**Run 1: clock routing**

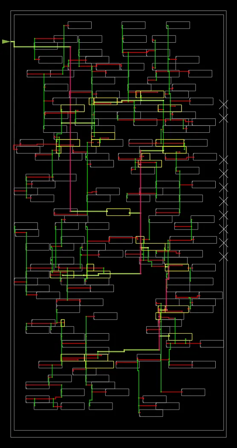
**Run 1: pin map**

Pins as bars across the die edge, other pins in gray.
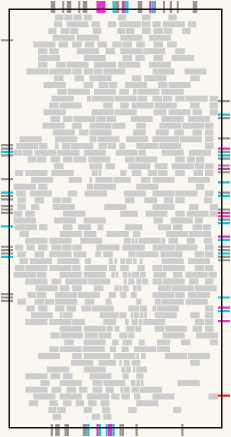
**Run 1: signal wires by layer**

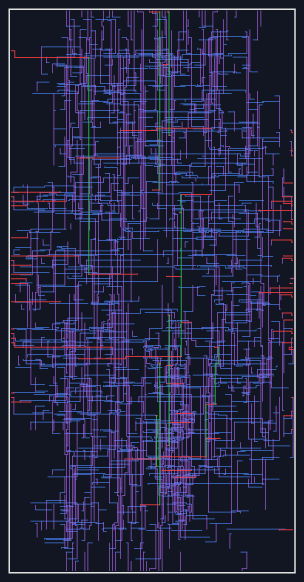
--- src/rtl/ac97_link_if.sv ---
// ac97_link_if: AC-link serial inputs and parsed-word outputs of the link receiver
interface ac97_link_if #(parameter int PCM_WIDTH = 16);
  logic bit_en;
  logic sync;
  logic sdata;
  logic locked;
  logic [15:0] tag;
  logic [19:0] cmd_addr;
  logic [19:0] cmd_data;
  logic cmd_valid;
  logic [PCM_WIDTH-1:0] pcm_left;
  logic [PCM_WIDTH-1:0] pcm_right;
  logic pcm_valid;
  logic sync_err;
  modport master (
    output bit_en, sync, sdata,
    input  locked, tag, cmd_addr, cmd_data, cmd_valid, pcm_left, pcm_right, pcm_valid, sync_err
  );
  modport slave (
    input  bit_en, sync, sdata,
    output locked, tag, cmd_addr, cmd_data, cmd_valid, pcm_left, pcm_right, pcm_valid, sync_err
  );
endinterface

--- src/rtl/ac97_link_receiver.sv ---
// ac97_link_receiver: locks onto AC-link frames via Sync and captures tag, command and PCM slots
module ac97_link_receiver #(
  parameter int PCM_WIDTH  = 16,
  parameter int FRAME_BITS = 256
) (
  input logic clk,
  input logic reset,
  ac97_link_if.slave link
);
  localparam int CW = $clog2(FRAME_BITS);
  typedef enum logic {HUNT, LOCKED} state_t;
  state_t state_q, state_d;
  logic [CW-1:0] cnt_q, cnt_d;
  logic sync_prev_q;
  logic [19:0] shift_q, shift_d, slot1_q;
  logic [PCM_WIDTH-1:0] slot3_q, pcm_left_q, pcm_right_q;
  logic [15:0] tag_q;
  logic [19:0] cmd_addr_q, cmd_data_q;
  logic cmd_valid_q, pcm_valid_q, sync_err_q;
  logic start, err, adv, sync_exp;
  always_ff @(posedge clk or negedge reset)
    if (!reset) state_q <= HUNT;
    else state_q <= state_d;
  always_comb begin
    sync_exp = cnt_q < CW'(16);
    start = link.bit_en && state_q == HUNT && link.sync && !sync_prev_q;
    err = link.bit_en && state_q == LOCKED && (link.sync != sync_exp);
    state_d = start ? LOCKED : err ? HUNT : state_q;
  end
  // An error on a capture bit suppresses adv, so the error always wins over a strobe
  always_comb begin
    adv = link.bit_en && state_q == LOCKED && !err;
    shift_d = {shift_q[18:0], link.sdata};
    cnt_d = start ? CW'(1) : err ? '0 :
            adv ? (cnt_q == CW'(FRAME_BITS - 1) ? '0 : cnt_q + CW'(1)) : cnt_q;
  end
  always_ff @(posedge clk or negedge reset)
    if (!reset) begin
      cnt_q <= '0;
      sync_prev_q <= 1'b1;
      shift_q <= '0;
      slot1_q <= '0;
      slot3_q <= '0;
      tag_q <= '0;
      cmd_addr_q <= '0;
      cmd_data_q <= '0;
      pcm_left_q <= '0;
      pcm_right_q <= '0;
      cmd_valid_q <= 1'b0;
      pcm_valid_q <= 1'b0;
      sync_err_q <= 1'b0;
    end else begin
      cnt_q <= cnt_d;
      cmd_valid_q <= 1'b0;
      pcm_valid_q <= 1'b0;
      sync_err_q <= err;
      if (link.bit_en) begin
        shift_q <= shift_d;
        sync_prev_q <= link.sync;
      end
      if (adv) begin
        if (cnt_q == CW'(15)) tag_q <= shift_d[15:0];
        if (cnt_q == CW'(35)) slot1_q <= shift_d;
        if (cnt_q == CW'(55) && &tag_q[15:13]) begin
          cmd_addr_q <= slot1_q;
          cmd_data_q <= shift_d;
          cmd_valid_q <= 1'b1;
        end
        if (cnt_q == CW'(75)) slot3_q <= shift_d[19 -: PCM_WIDTH];
        if (cnt_q == CW'(95) && tag_q[15] && (tag_q[12] || tag_q[11])) begin
          if (tag_q[12]) pcm_left_q <= slot3_q;
          if (tag_q[11]) pcm_right_q <= shift_d[19 -: PCM_WIDTH];
          pcm_valid_q <= 1'b1;
        end
      end
    end
  assign link.locked    = state_q == LOCKED;
  assign link.tag       = tag_q;
  assign link.cmd_addr  = cmd_addr_q;
  assign link.cmd_data  = cmd_data_q;
  assign link.cmd_valid = cmd_valid_q;
  assign link.pcm_left  = pcm_left_q;
  assign link.pcm_right = pcm_right_q;
  assign link.pcm_valid = pcm_valid_q;
  assign link.sync_err  = sync_err_q;
endmodule

--- src/flat_wrapper.sv ---
// flat-port wrapper written by rule: the top's interface ports become plain ports
module ac97_link_receiver_flat 
#(
  parameter int PCM_WIDTH  = 16,
  parameter int FRAME_BITS = 256
)
  (clk, reset, link_bit_en, link_sync, link_sdata, link_locked, link_tag, link_cmd_addr, link_cmd_data, link_cmd_valid, link_pcm_left, link_pcm_right, link_pcm_valid, link_sync_err);
  ac97_link_if #(.PCM_WIDTH(PCM_WIDTH)) link_i ();
  input logic clk;
  input logic reset;
  input wire logic [$bits(link_i.bit_en)-1:0] link_bit_en;
  input wire logic [$bits(link_i.sync)-1:0] link_sync;
  input wire logic [$bits(link_i.sdata)-1:0] link_sdata;
  output wire logic [$bits(link_i.locked)-1:0] link_locked;
  output wire logic [$bits(link_i.tag)-1:0] link_tag;
  output wire logic [$bits(link_i.cmd_addr)-1:0] link_cmd_addr;
  output wire logic [$bits(link_i.cmd_data)-1:0] link_cmd_data;
  output wire logic [$bits(link_i.cmd_valid)-1:0] link_cmd_valid;
  output wire logic [$bits(link_i.pcm_left)-1:0] link_pcm_left;
  output wire logic [$bits(link_i.pcm_right)-1:0] link_pcm_right;
  output wire logic [$bits(link_i.pcm_valid)-1:0] link_pcm_valid;
  output wire logic [$bits(link_i.sync_err)-1:0] link_sync_err;
  assign link_i.bit_en = link_bit_en;
  assign link_i.sync = link_sync;
  assign link_i.sdata = link_sdata;
  assign link_locked = link_i.locked;
  assign link_tag = link_i.tag;
  assign link_cmd_addr = link_i.cmd_addr;
  assign link_cmd_data = link_i.cmd_data;
  assign link_cmd_valid = link_i.cmd_valid;
  assign link_pcm_left = link_i.pcm_left;
  assign link_pcm_right = link_i.pcm_right;
  assign link_pcm_valid = link_i.pcm_valid;
  assign link_sync_err = link_i.sync_err;
  ac97_link_receiver #(.PCM_WIDTH(PCM_WIDTH), .FRAME_BITS(FRAME_BITS)) u_core (.clk(clk), .reset(reset), .link(link_i));
endmodule
--- config.mk ---
export PLATFORM = sky130hd
export DESIGN_NAME = ac97_link_receiver_flat
export DESIGN_NICKNAME = d
export VERILOG_FILES = /design/src/rtl/ac97_link_if.sv /design/src/rtl/ac97_link_receiver.sv /design/src/flat_wrapper.sv
export SDC_FILE = /design/constraint.sdc
export NUM_CORES = 1
export LEC_CHECK = 0
export CAP_MARGIN = 20
export CORE_ASPECT_RATIO = 2
export CORE_UTILIZATION = 45
export DETAILED_ROUTE_END_ITERATION = 10
export GPL_ROUTABILITY_DRIVEN = 0
export GPL_TIMING_DRIVEN = 1
export PLACE_DENSITY_LB_ADDON = 0.2
export SLEW_MARGIN = 15
export SYNTH_ARGS = -nofsm -noshare
export SYNTH_HDL_FRONTEND = slang
export SYNTH_SLANG_ARGS = --single-unit
export TNS_END_PERCENT = 50
--- constraint.sdc ---
create_clock -name clk -period 2.45 [get_ports clk]
set_input_delay 0.6125 -clock clk [delete_from_list [all_inputs] [get_ports clk]]
set_output_delay 0.6125 -clock clk [all_outputs]
set_load 0.01 [all_outputs]
==> flow_metrics.tcl, run 1 <==
# collected from the flow reports
set metrics [dict create \
    grt_setup_unrepaired "no" \
    critPathKind "register to register" \
    grt_max_degree 70 \
    netlist_area_sq_um 6160 \
    hold_buffers 0 \
    hold_class "input pin to async pin" \
    clock_tree.root_cell "clkbuf_16" \
    hpwlAfterDp_um 8620 \
    num_rows 60 \
    fill_cells 1075 \
    routed_via_density 5.31 \
    track_usage_pct 20.0 \
    cts_setup_buffers 0 \
    syn2layout_area_growth_pct 29.5 \
    dp_worst_setup_slack_ps -137 \
    outcome "finished with violations" \
    power.leakage_nw 3.86 \
    grt_pass1_vias 3939 \
    io_buffers 96 \
    antenna_cells 0 \
    synth-edff-count 0 \
    wl_per_cell_um 19.1 \
    max_stage_delay_ps 630 \
    clk_pin_slew_ps 60 \
    layout-drive-gt1-share_pct 39.2 \
    ys_types 43 \
    cts_buffer_depth 2 \
    crit_path_cell_trace "or4b_1, nor4_4, buf_12, mux2_2" \
    drcViolationCount 10 \
    ys.flop_type "dfrtp_1" \
    critPathMaxFanout 34 \
    ys_area_sq_um 6160 \
    period_minus_slack_ps 2210 \
    violations "design-rule violations" \
    hold_ws_ps 120 \
    grt_antenna_before_repair 0 \
    ys_cells 382 \
    drv_slew 0 \
    die_y_um 168 \
    max_freq_ghz 0.453 \
    async_flop_share_pct 100 \
    grt_pass1_wl_um 21400 \
    syn_nets 388 \
    dpl.cell_count 638 \
    comb_area_sq_um 2120 \
]
-- 'clock routing' (at the start) --
clock skew: 8.52 ps
total CTS buffers: 17
clock buffers: 18
TritonCTS Sinks: 156
clock group total power: 2.47 mW

-- 'pin map' (at the start) --
| port | color | pins | direction | edge |
|---|---|---|---|---|
| reset | red | 1 | input | right |
| link_cmd_addr | cyan | 20 | output | 9 right, 4 left, 4 bottom, 3 top |
| link_tag | magenta | 16 | output | 7 right, 6 top, 3 bottom |
all pins by edge: 31 right, 28 top, 20 left, 18 bottom

-- 'signal wires by layer' (at the start) --
| layer | color | wire length |
|---|---|---|
| metal 3 | red | 440 um |
| metal 4 | green | 332 um |
| metal 1 | blue | 5000 um |
| metal 2 | purple | 6980 um |

run 1: cell usage in the layout (no fill, tap or decap), types with 3 or more instances in the layout:
cell type        count
dfrtp_1            155
mux2_2             122
clkdlybuf4s50_1     95
mux2_4              20
buf_4               18
clkbuf_16           17
nand2_1              9
nor2_1               5
nand3_1              5
clkinv_2             5
buf_12               5
xnor2_1              4
o21ai_0              4
inv_1                3
a31oi_1              3
clkinv_4             3
run 1: area by class of cell:
type | instances | area share, %
clock buffer | 18 | 5.37
clock inverter | 12 | 1.58
inverter | 3 | 0.141
multi-input combinational | 205 | 26.6
sequential | 156 | 48.9
tap | 155 | 2.43
timing repair buffer | 119 | 15.0
run 1: power by group:
group / leakage [nW] / internal [mW] / switching (mW)
registers: 2.13 / 2.74 / 0.288
clock network: 0.271 / 1.48 / 0.994
logic: 1.45 / 0.200 / 0.186
total: 3.86 / 4.42 / 1.47
run 1: per-layer routing:
metal / vias to the layer above / track usage [%] / share of wire (%)
met5: - / 0 / 0
met4: 0 / 8.84 / 2.6
met3: 22 / 4.58 / 3.4
met2: 90 / 35.6 / 55
met1: 1831 / 22.5 / 39
li1: 1607 / - / -
run 1: metrics by stage:
stage | cell area (sq um) | utilization [%]
5_1_grt | 7990 | 59.4
4_1_cts | 7990 | 59.4
2_1_floorplan | 6160 | -
3_3_place_gp | 7430 | 55.3
3_5_place_dp | 7430 | 55.3
6_report | 7990 | 59.4
run 1: logic make-up (layout without fill, tap and decap cells):
logic type	Yosys count	in the layout	share of synthesized area [%]
buf+inv	21	152	2.23
flops	156	156	63.3
xor+xnor	5	5	0.710
compound gates	16	16	1.77
mux	144	144	27.5
simple gates	39	39	4.22
fa+ha+maj	1	1	0.203
run 1: path summary, 6_finish.rpt:
check	slack (ps)	startpoint	endpoint	cells after the start
min in group clk	490	u_core.slot1_q[6]	u_core.link.cmd_addr[6]	1
max reg2reg	240	u_core.cnt_q[3]	u_core.link.cmd_addr[10]	4
min	120	reset	u_core.link.sync_err	1
max in group asynchronous	1610	reset	u_core.link.pcm_right[15]	2
max	240	u_core.cnt_q[3]	u_core.link.cmd_addr[10]	4
min reg2reg	490	u_core.slot1_q[6]	u_core.link.cmd_addr[6]	1
run 1: sequential cells by signal (all words and copies together) (netlist names), 8 cells and up:
signal                 cells
u_core.link.pcm_left      16
u_core.link.cmd_addr      20
u_core.shift_q            19
u_core.link.tag           16
u_core.link.pcm_right     16
u_core.slot3_q            16
u_core.link.cmd_data      20
u_core.slot1_q            20
u_core.cnt_q               8
run 1: synth_stat cells, types with 2 or more instances:
cell | count | area share (%)
dfrtp_1 | 155 | 63
mux2_2 | 122 | 22
mux2_4 | 20 | 4.9
nand2_1 | 9 | 0.55
buf_2 | 8 | 0.65
buf_6 | 6 | 1.1
nand3_1 | 5 | 0.41
nor2_1 | 5 | 0.30
o21ai_0 | 4 | 0.32
xnor2_1 | 4 | 0.57
a31oi_1 | 3 | 0.30
inv_1 | 3 | 0.18
a21oi_1 | 2 | 0.16
and2_1 | 2 | 0.20
buf_1 | 2 | 0.12
mux2_1 | 2 | 0.37
nand4_1 | 2 | 0.20
nand4b_1 | 2 | 0.28
or4_1 | 2 | 0.24
--- run 2 (diff from run 1) ---
--- a/config.mk
+++ b/config.mk
@@ -11,7 +11,9 @@
 export DETAILED_ROUTE_END_ITERATION = 10
 export GPL_ROUTABILITY_DRIVEN = 0
 export GPL_TIMING_DRIVEN = 1
+export HOLD_SLACK_MARGIN = 0.1
 export PLACE_DENSITY_LB_ADDON = 0.2
+export REMOVE_ABC_BUFFERS = 1
 export SLEW_MARGIN = 15
 export SYNTH_ARGS = -nofsm -noshare
 export SYNTH_HDL_FRONTEND = slang
==> run 2 against run 1 <==
  * Area after synthesis is the same
  * Clock power rose by 15%
  * First-iteration DRC count up 1.0%
  * Count of clock-buffer cells in the layout unchanged
  * The run still ends with design-rule violations left
  * Synthesized cell count stayed put
  * Sequential power is essentially flat
  * Critical path depth up 1
==> flow_metrics.tcl, run 2 <==
# collected from the flow reports
set metrics [dict create \
    outcome "finished with violations" \
    violations "design-rule violations" \
    antenna_cells 0 \
    tightest_slew_ps 605 \
    max_freq_ghz 0.431 \
    crit_path_cell_trace "clkdlybuf4s50_1, nand2_1, nor4b_1, or3b_4, mux2_4" \
    ctsResizeCount 0 \
    pwr-share-comb_pct 6.3 \
    most_common_cell "dfrtp_1" \
    ys_types 43 \
    ys_area_sq_um 6160 \
    internal_power_mw 4.70 \
    r2r_setup_slack_ps 200 \
    syn2layout_area_growth_pct 31.1 \
    dp_worst_setup_slack_ps -322 \
    grt_max_degree 58 \
    worstReg2RegEnd "u_core.link.cmd_data[14]" \
    clk_pin_slew_ps 60 \
    ys_cells 382 \
    final_layout_top_logic_cell "dfrtp_1" \
    hold_ws_ps 124 \
    critPathMaxFanout 20 \
    layout_top_cells "dfrtp_1, mux2_2, clkdlybuf4s50_1" \
    async_flop_share_pct 100 \
    cts_setup_buffers 0 \
    first_pass_iters 10 \
    cts_buffer_depth 2 \
    critPathKind "input pin to register" \
    routed_via_density 5.39 \
    die_y_um 168 \
    grt_setup_unrepaired "no" \
    hold_class "input pin to async pin" \
    dpl.cell_count 635 \
    top_cells_by_count "dfrtp_1, mux2_2, mux2_4" \
    num_rows 60 \
    grt_pass1_wl_um 21300 \
    p_sw_share_pct 24.8 \
    synth-edff-count 0 \
    cts_sinks 156 \
    hpwlAfterDp_um 8770 \
    hold_buffers 0 \
    clockPowerShare_pct 45.5 \
    grt_pass1_vias 3880 \
    track_usage_pct 20.0 \
    drv_slew 0 \
    p_seq_share_pct 48.2 \
    top_area_share_pct 62.9 \
    ys.flop_type "dfrtp_1" \
    clock_tree.root_cell "clkbuf_16" \
    top_area_cell "dfrtp_1" \
    antenna_left 0 \
    period_minus_slack_ps 2320 \
    r2r-start "u_core.cnt_q[7]" \
    period_used_pct 94.7 \
    max_stage_delay_ps 640 \
    drcViolationCount 6 \
    cts_buffers 17 \
    wl_per_cell_um 19.5 \
    netlist_area_sq_um 6160 \
    grt_antenna_before_repair 0 \
    io_buffers 96 \
    r2r_cells 4 \
]
==> run 2: metal layers <==
metal	vias up	wire length [um]	global-route usage [%]
li1	1604	-	-
met1	1893	5050	22.7
met2	81	7280	36.1
met3	16	478	4.73
met4	0	195	7.00
met5	-	0	0
==> run 2: kinds of logic (layout without fill, tap and decap cells) <==
group / after synthesis / after routing / synth area share (%)
buffers and inverters: 21 / 151 / 2.23
AND-OR/OR-AND: 16 / 16 / 1.77
adder cells (fa/ha/maj): 1 / 1 / 0.203
flip-flops: 156 / 156 / 63.3
AND/OR/NAND/NOR: 39 / 39 / 4.22
multiplexers: 144 / 144 / 27.5
XOR/XNOR: 5 / 5 / 0.710
==> run 2: final cells by class <==
class / instances / area (sq um)
clock buffers: 18 / 439
clock inverters: 14 / 209
fillers: 1051 / 5360
inverters: 3 / 11.3
multi-input cells: 205 / 2120
flip-flops and latches: 156 / 3910
well taps: 155 / 194
repair buffers: 116 / 1200
==> run 2: critical path: cells and delay by family <==
| kind | cells | cell delay, ps |
|---|---|---|
| buffers and inverters | 1 | 530 |
| muxes | 1 | 370 |
| and+or+nand+nor | 3 | 1100 |
==> run 2: how the worst max path moves through the flow <==
stage                         start                      end  slack [ps]  cells after the start
floorplan           u_core.cnt_q[3]  u_core.link.cmd_data[0]        -500                      3
global placement        link_bit_en        u_core.slot1_q[6]        -180                      5
detailed placement      link_bit_en       u_core.slot1_q[18]        -320                      5
CTS                     link_bit_en       u_core.slot1_q[18]         110                      5
global route            link_bit_en       u_core.slot1_q[14]          30                      5
finish                  link_bit_en       u_core.slot1_q[18]         130                      5
==> run 2: stage by stage <==
step / utilization (%) / power [mW] / cell area [sq um]
after CTS: 60.1 / 6.31 / 8080
after floorplan: - / 3.18 / 6040
after global routing: 60.1 / 6.48 / 8080
after global placement: 55.3 / 3.42 / 7430
after detailed placement: 55.3 / 3.46 / 7430
final: 60.1 / 6.25 / 8080
==> run 2: power by group through the flow <==
stage	clock network (mW)	logic (mW)	registers [mW]
after detailed placement	0	0.393	3.07
after floorplan	0	0.223	2.95
after global placement	0	0.375	3.05
after global routing	3.00	0.432	3.05
after CTS	2.90	0.397	3.02
final	2.84	0.393	3.01
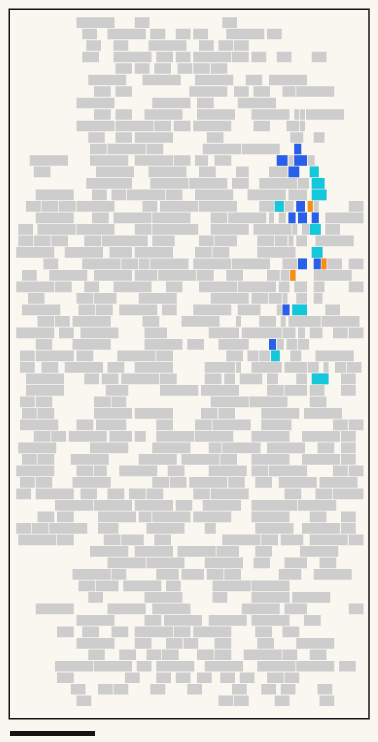
**Above:** run 2 (logic cells by family).
Bar = 20 um.
| family | color | cells |
|---|---|---|
| inv cells | orange | 3 |
| and/or cells | cyan | 9 |
| aoi and oai cells | blue | 12 |

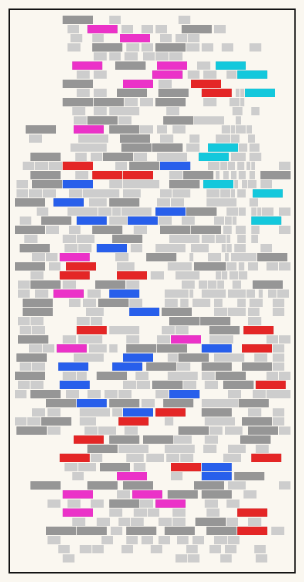
**Above:** run 2 (sequential cells grouped by signal name).
Other sequential cells in the stronger gray, the rest of the logic in the fainter gray.
| name in the netlist | color | placed flops |
|---|---|---|
| u_core.link.pcm_right | magenta | 16 |
| u_core.shift_q | blue | 19 |
| u_core.cnt_q | cyan | 8 |
| u_core.link.cmd_addr | red | 20 |

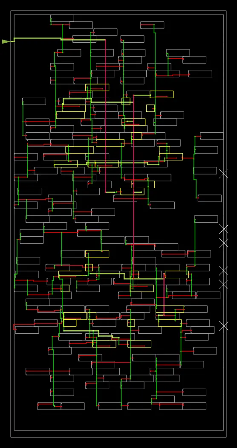
**Above:** run 2 (clock routing).
FFs & Latches: 156
clock group total power: 2.84 mW
clock skew: 9.07 ps
clock latency on the worst-skew pair: 420 ps

--- run 3 (diff from run 2) ---
--- a/config.mk
+++ b/config.mk
@@ -7,7 +7,7 @@
 export LEC_CHECK = 0
 export CAP_MARGIN = 20
 export CORE_ASPECT_RATIO = 2
-export CORE_UTILIZATION = 45
+export CORE_UTILIZATION = 30
 export DETAILED_ROUTE_END_ITERATION = 10
 export GPL_ROUTABILITY_DRIVEN = 0
 export GPL_TIMING_DRIVEN = 1
==> run 3 against run 2 <==
  * The flow now finishes without violations
  * Register-to-register slack improved by 50 ps
  * Sequential cell count did not move
  * Maximum frequency rose by 5.4%
==> flow_metrics.tcl, run 3 <==
# collected from the flow reports
set metrics [dict create \
    ys_area_sq_um 6160 \
    netlist_area_sq_um 6160 \
    drv_cap 0 \
    warning_count 25 \
    syn2layout_area_growth_pct 34.3 \
    synth-edff-count 0 \
    routed_via_density 4.63 \
    cts_sinks 156 \
    hold_viol_final 0 \
    ys.flop_type "dfrtp_1" \
    ys_types 43 \
    period_minus_slack_ps 2200 \
    cts_buffer_depth 2 \
    period_used_pct 89.8 \
    cts_tree "built" \
    num_rows 73 \
    end_kind "register" \
    cp-start-kind "register" \
    drv_slew 0 \
    internal_power_mw 4.96 \
    final_layout_top_logic_cell "dfrtp_1" \
    vias 3580 \
    top_cells_by_count "dfrtp_1, mux2_2, mux2_4" \
    wl_per_cell_um 18.1 \
    drt_iter0_markers 98 \
    p_sw_share_pct 23.0 \
    tightest_slew_ps 621 \
    grt_setup_unrepaired "no" \
    clockPowerShare_pct 47.2 \
    antenna_cells 0 \
    p_sw_mw 1.48 \
    finalNetCount 505 \
    first_pass_iters 4 \
    hpwlAfterDp_um 9520 \
    clock_tree.root_cell "clkbuf_16" \
    max_freq_ghz 0.454 \
    power.leakage_nw 3.92 \
    critPathMaxFanout 41 \
    dieArea_sq_um 21200 \
    async_flop_share_pct 100 \
    cts_setup_buffers 0 \
    p_seq_share_pct 46.8 \
    antenna_left 0 \
    io_buffers 96 \
    outcome "complete, no violations" \
    fp-utilization_pct 30.8 \
    die_x_um 103 \
    ctsResizeCount 0 \
    clk_pin_slew_ps 60 \
    critPathArrivalTime_ps 2500 \
    die_y_um 205 \
    top_area_share_pct 62.9 \
    track_usage_pct 14.4 \
    layout_top_cells "dfrtp_1, mux2_2, clkdlybuf4s50_1" \
    power_density_nw_per_um2 778 \
    ys_warn_count 0 \
    grt_max_degree 55 \
    clk_latency_ps 420 \
    top_area_cell "dfrtp_1" \
    most_common_cell "dfrtp_1" \
    p_total_mw 6.44 \
    synthCells 382 \
    cts_buffers 17 \
    postSynthSeqShare_pct 63.3 \
    tns_ps 0 \
    pwr-share-comb_pct 6.0 \
    critPathKind "register to register" \
    drcViolationCount 0 \
    layout-drive-gt1-share_pct 39.3 \
    final_core_util_pct 41.4 \
    hold_buffers 0 \
    hold_class "input pin to async pin" \
    grt_pass1_vias 3833 \
    max_slew_margin_pct 57.5 \
    top_cells_by_area "dfrtp_1, mux2_2, mux2_4, buf_6, buf_2" \
    ys_cells 382 \
    grt_antenna_before_repair 0 \
    grt_pass1_wl_um 22200 \
]
==> run 3: cell counts after synthesis <==
No cell type changed its count.
==> run 3: critical path: stages (launching register included) <==
cell and delay, ps:
dfrtp_1 440, or4b_1 620, nor4_4 310, buf_12 310
mux2_2 370
==> run 3: kinds of logic after synthesis <==
| group | Yosys count | synth area share [%] |
|---|---|---|
| flops | 156 | 63.3 |
| fa+ha+maj | 1 | 0.203 |
| mux | 144 | 27.5 |
| xor+xnor | 5 | 0.710 |
| buf+inv | 21 | 2.23 |
| simple gates | 39 | 4.22 |
| compound gates | 16 | 1.77 |
==> run 3: power by group through the flow <==
stage / registers (mW) / logic, mW / clock network [mW]
finish: 3.01 / 0.388 / 3.04
global route: 3.05 / 0.431 / 3.22
CTS: 3.02 / 0.396 / 3.12
detailed placement: 3.07 / 0.395 / 0
global placement: 3.07 / 0.379 / 0
floorplan: 2.95 / 0.223 / 0
==> run 3: cell type report <==
type,instances,area [sq um]
flip-flops and latches,156,3910
repair buffers,116,1220
well taps,262,328
multi-input cells,205,2120
clock inverters,10,209
fillers,1852,11700
clock buffers,22,484
inverters,3,11.3
==> run 3: worst paths after layout <==
path                                    startpoint                       end  slack, ps  depth (start not counted)
worst max-delay path               u_core.cnt_q[3]  u_core.link.cmd_data[16]        250                          4
worst min-delay path                         reset         u_core.slot1_q[2]        110                          1
worst max register to register     u_core.cnt_q[3]  u_core.link.cmd_data[16]        250                          4
worst min register to register  u_core.slot3_q[15]  u_core.link.pcm_left[15]        500                          1
max in group asynchronous                    reset   u_core.link.cmd_addr[3]       1650                          2
min in group clk                u_core.slot3_q[15]  u_core.link.pcm_left[15]        500                          1
==> run 3: through the flow <==
stage	worst slack [ps]	instances	hold WS [ps]	cell area, sq um
after global placement	-61.1	742	484	7590
after floorplan	-495	364	317	6040
after global routing	159	774	124	8280
final	249	774	115	8280
after detailed placement	-84.6	742	487	7590
after CTS	238	774	118	8280
==> run 3: metal layers <==
metal  global-route usage [%]  vias to the layer above  wire length [um]
met4                     6.29                        0               291
met3                     3.55                       20               489
met5                        0                        -                 0
met1                     16.0                     1884              5420
li1                         -                     1608                 -
met2                     25.4                       68              7790
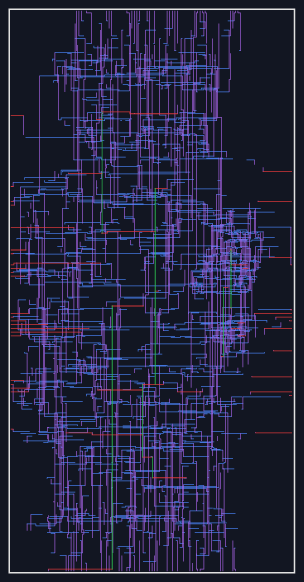
**Above:** run 3 (signal wires by layer).
| layer | color | wire length |
|---|---|---|
| metal 4 | green | 292 um |
| metal 1 | blue | 5420 um |
| metal 3 | red | 490 um |
| metal 2 | purple | 7790 um |

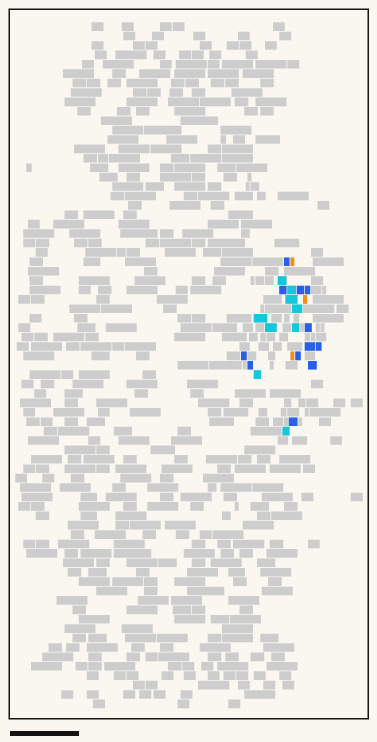
**Above:** run 3 (logic cells by family).
Bar = 20 um.
| family | color | cells |
|---|---|---|
| aoi and oai cells | blue | 12 |
| inv cells | orange | 3 |
| and/or cells | cyan | 9 |

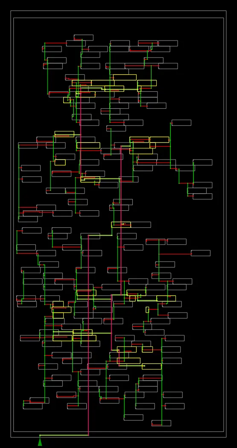
**Above:** run 3 (clock routing).
clock skew: 6.92 ps
clock buffers: 22

No activity file was given, so power comes from the tool's default toggle rates.
